--- src/rtl/key_schedule_ctrl.sv ---
// key_schedule_ctrl: sequences an external expansion-round unit to build
// Nr+1 round keys from a cipher key, and stores them for later readout.
// The round unit is issued one round at a time. It must answer within
// TIMEOUT cycles, otherwise the controller parks in ERR.
`timescale 1ns/1ps

module key_schedule_ctrl #(
   parameter int KEY_LENGTH = 128,
   parameter int Nr         = 10,
   parameter int TIMEOUT    = 8
) (
   input  logic                  clk,
   input  logic                  reset,
   input  logic                  key_valid,
   output logic                  key_ready,
   input  logic [KEY_LENGTH-1:0] key_in,
   output logic                  rnd_valid,
   output logic [7:0]            rnd_idx,
   output logic [KEY_LENGTH-1:0] rnd_key,
   input  logic                  rnd_o_valid,
   input  logic [KEY_LENGTH-1:0] rnd_sched,
   input  logic [3:0]            rk_rd_addr,
   output logic [KEY_LENGTH-1:0] rk_rd_data,
   output logic                  sched_done,
   output logic                  busy,
   output logic                  err
);

   localparam int            TW     = (TIMEOUT > 1) ? $clog2(TIMEOUT) : 1;
   localparam logic [TW-1:0] T_LAST = TW'(TIMEOUT - 1);
   localparam logic [3:0]    NR_L   = 4'(Nr);

   typedef enum logic [2:0] {IDLE, ISSUE, WAIT, DONE, ERR} state_t;

   state_t                state_q, state_d;
   logic [3:0]            round_q, round_d;
   logic [TW-1:0]         timer_q, timer_d;
   logic [KEY_LENGTH-1:0] rk_q [0:Nr];
   logic [KEY_LENGTH-1:0] rk_d [0:Nr];
   logic [KEY_LENGTH-1:0] rd_data_q, rd_data_d;
   logic [3:0]            prev_idx;

   // Index of the key fed to the round unit; only meaningful while round >= 1.
   assign prev_idx   = round_q - 4'd1;
   assign rk_rd_data = rd_data_q;

   // Next-state logic, round-key updates and Moore outputs of the FSM.
   always_comb begin
      // NOTE: every combinational output gets a default first, so no path leaves one unassigned and no latch is inferred.
      state_d    = state_q;
      round_d    = round_q;
      timer_d    = timer_q;
      rk_d       = rk_q;
      key_ready  = 1'b0;
      rnd_valid  = 1'b0;
      rnd_idx    = 8'd0;
      rnd_key    = '0;
      sched_done = 1'b0;
      busy       = 1'b0;
      err        = 1'b0;

      case (state_q)
         IDLE, DONE, ERR: begin
            key_ready  = 1'b1;
            sched_done = (state_q == DONE);
            err        = (state_q == ERR);
            if (key_valid) begin
               rk_d[0] = key_in;
               round_d = 4'd1;
               timer_d = '0;
               state_d = ISSUE;
            end
         end
         ISSUE: begin
            busy      = 1'b1;
            rnd_valid = 1'b1;
            rnd_idx   = {4'd0, round_q};
            rnd_key   = rk_q[prev_idx];
            timer_d   = '0;
            state_d   = WAIT;
         end
         WAIT: begin
            busy    = 1'b1;
            rnd_idx = {4'd0, round_q};
            rnd_key = rk_q[prev_idx];
            if (rnd_o_valid) begin
               rk_d[round_q] = rnd_sched;
               if (round_q == NR_L) begin
                  state_d = DONE;
               end else begin
                  round_d = round_q + 4'd1;
                  state_d = ISSUE;
               end
            end else if (timer_q == T_LAST) begin
               state_d = ERR;
            end else begin
               timer_d = timer_q + TW'(1);
            end
         end
         default: state_d = IDLE;
      endcase
   end

   // Registered read port; addresses beyond the last round key read as zero.
   always_comb begin
      rd_data_d = '0;
      if (rk_rd_addr <= NR_L) begin
         rd_data_d = rk_q[rk_rd_addr];
      end
   end

   // State, counters, round-key registers and read data, with synchronous reset.
   always_ff @(posedge clk) begin
      // NOTE: non-blocking assignments keep every flop sampling pre-edge values, independent of statement order.
      if (reset) begin
         state_q   <= IDLE;
         round_q   <= '0;
         timer_q   <= '0;
         rd_data_q <= '0;
         // NOTE: the key registers are cleared on reset on purpose, so no stale key material survives an abort.
         for (int i = 0; i <= Nr; i++) begin
            rk_q[i] <= '0;
         end
      end else begin
         state_q   <= state_d;
         round_q   <= round_d;
         timer_q   <= timer_d;
         rd_data_q <= rd_data_d;
         rk_q      <= rk_d;
      end
   end

endmodule

--- config.mk ---
export PLATFORM = sky130hd
export DESIGN_NAME = key_schedule_ctrl
export DESIGN_NICKNAME = d
export VERILOG_FILES = /design/src/rtl/key_schedule_ctrl.sv
export SDC_FILE = /design/constraint.sdc
export NUM_CORES = 2
export LEC_CHECK = 0
export ABC_AREA = 0
export CAP_MARGIN = 10
export CORE_MARGIN = 2
export CORE_UTILIZATION = 55
export DETAILED_ROUTE_END_ITERATION = 12
export PLACE_DENSITY = 0.79
export SLEW_MARGIN = 10
export SYNTH_ARGS = -nofsm -noshare
export SYNTH_HDL_FRONTEND = slang
export SYNTH_SLANG_ARGS = --single-unit
--- constraint.sdc ---
create_clock -name clk -period 4.8 [get_ports clk]
set_input_delay 1.44 -clock clk [delete_from_list [all_inputs] [get_ports clk]]
set_output_delay 1.44 -clock clk [all_outputs]
set_load 0.01 [all_outputs]
### Gate families picked out

Bar = 100 um.
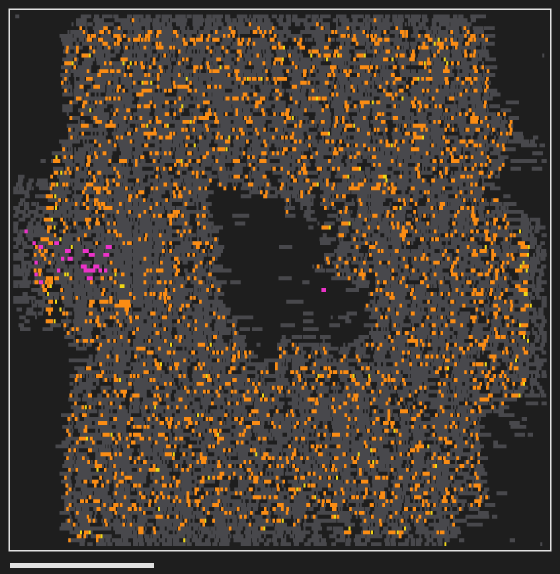
- aoi and oai cells: orange (cells 2391; most used a21oi_1; where all over the die)
- inv cells: yellow (cells 131; most used inv_1; where all over the die)
- and/or cells: magenta (cells 23; most used or3_4; where left middle)
final standard cell count with taps included and fillers excluded: 11.0k
multi-input logic portion of the cell area: 45.5%
most used logic cell in the final layout: nand2_1

### Floorplan with the power grid

Pins as bars on the die edge. Tap cells in gray.
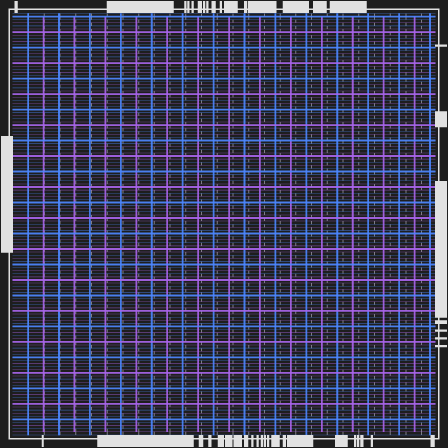
- VDD: purple
- VSS: blue
- met5 straps: 27
- tap cells: 1794

### Placement by cell class

Bar = 100 um.
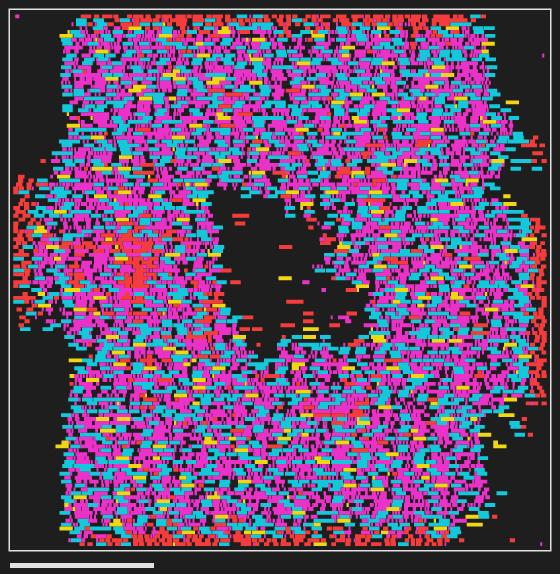
- remaining logic cells: magenta (cells 6578)
- remaining buffers and delay cells: red (cells 778)
- registers: cyan (cells 1546)
- clock drivers and dummy loads: yellow (cells 285)
core area: 137000 um^2
final cell utilization of the core: 64.8%
Seq/total area: 34.8%
Final Instance Area: 88900 um^2

### Clock distribution

Bar = 100 um.
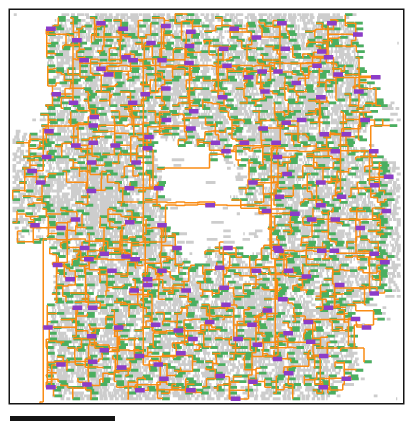
- clock wires: orange (length 18500 um)
- clock-net drivers: purple (count 162)
- flip-flops: green (count 1546)
- routed clock nets: 163

### The clock network

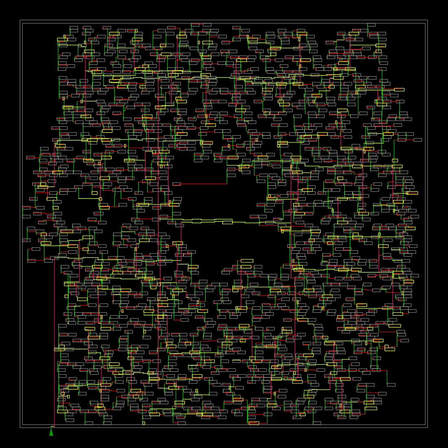
Num CTS Buffers: 162
Clock net power: 12.7 mW
# clk buffers: 252

==> results.txt <==
Here are the numbers from the latest Yosys + OpenROAD run.

Per the post-synthesis stats, the area per cell is approximately 8.4 um^2. The count of buffers not belonging to the clock network in the layout is between 700 and 800. The clock network takes up under 10% of total cell area after layout. Synthesis inferred ~1.5k register bits. Setup repair after global routing could not meet its margin everywhere. The post-synthesis sequential area ratio is between 40 and 50%. The number of global-route vias before repair is about 73k. The global-route total usage across every layer is between 40 and 50%.

The sequential cells in the finished layout cover a total of approximately 31000 um^2. The class of the worst hold path is reg2reg. The final reports fail on setup timing.

Along the critical path, the tally of buffer and inverter instances is 5. The library cells used most frequently in the layout, excluding fill and tap cells, are nand2_1, a21oi_1, dfxtp_1. Per the CTS log, the buffer count on the longest clock path is 3. The final timing report gives a worst setup slack of -0.137 ns. The routed design has 306000 um of wire. For the worst setup path, the data arrival time is 3.50 ns. The number of flip-flops in the largest register is between 1k and 1.5k. The detailed placer reported the number of placed instances as ~11k. The most frequent cell after synthesis is nand2_1. The count of nets left with antenna violations after detail routing is 0. The flow ran to the end, but the final reports show violations. The skew report gives the latency at the later pin of the worst-skew pair as about 0.83 ns. The final clock skew came out at between 0.02 and 0.03 ns. The final report lists the setup-violating endpoint count as 11. The endpoint identified for the worst register-to-register timing path is rk_q[284].

In this run the critical register-to-register path is launched from state_q[2]. The worst reg-to-reg path cell count came out at 6. The total negative slack is -0.540 ns.

In this run the cell area of the synthesized design comes to 76000 um^2. The vertical die dimension came out at between 300 and 400 um. The kind of end point of the critical path is a primary output. The number of core rows came out at 136. The biggest cell delay along the critical path is approximately 0.5 ns. The final clock period utilization by the worst path is 103%. The global route stage reports its total congestion overflow as 0.

The synthesis run shows the most used standard cells to be nand2_1, dfxtp_1, a21oi_1, clkbuf_1, mux2i_1. The clock-pin slew on the worst setup and hold paths came out at approximately 0.070 ns. The total power of the final layout came out at ~30 mW. The startpoint identified for the worst hold timing path is rk_q[885].
## report_power, final
part / total (mW) / switching (mW) / internal (mW)
Sequential: 13.2 / 0.160 / 13.0
Clock: 12.7 / 5.39 / 7.29
Combinational: 4.01 / 2.50 / 1.52
## logic make-up (layout without fill, tap and decap cells)
logic type / after synthesis / in the layout / share of synthesized area [%]
AND-OR/OR-AND: 2395 / 2395 / 17.9
XOR/XNOR: 2 / 2 / 0.0231
adder cells (fa/ha/maj): 7 / 7 / 0.115
buffers and inverters: 1092 / 1194 / 6.98
flip-flops: 1546 / 1546 / 40.7
multiplexers: 896 / 896 / 18.1
other: 1 / 30 / 0.00493
AND/OR/NAND/NOR: 3143 / 3143 / 16.1
Power figures rest on the tool's default switching activity, not on a simulated workload.
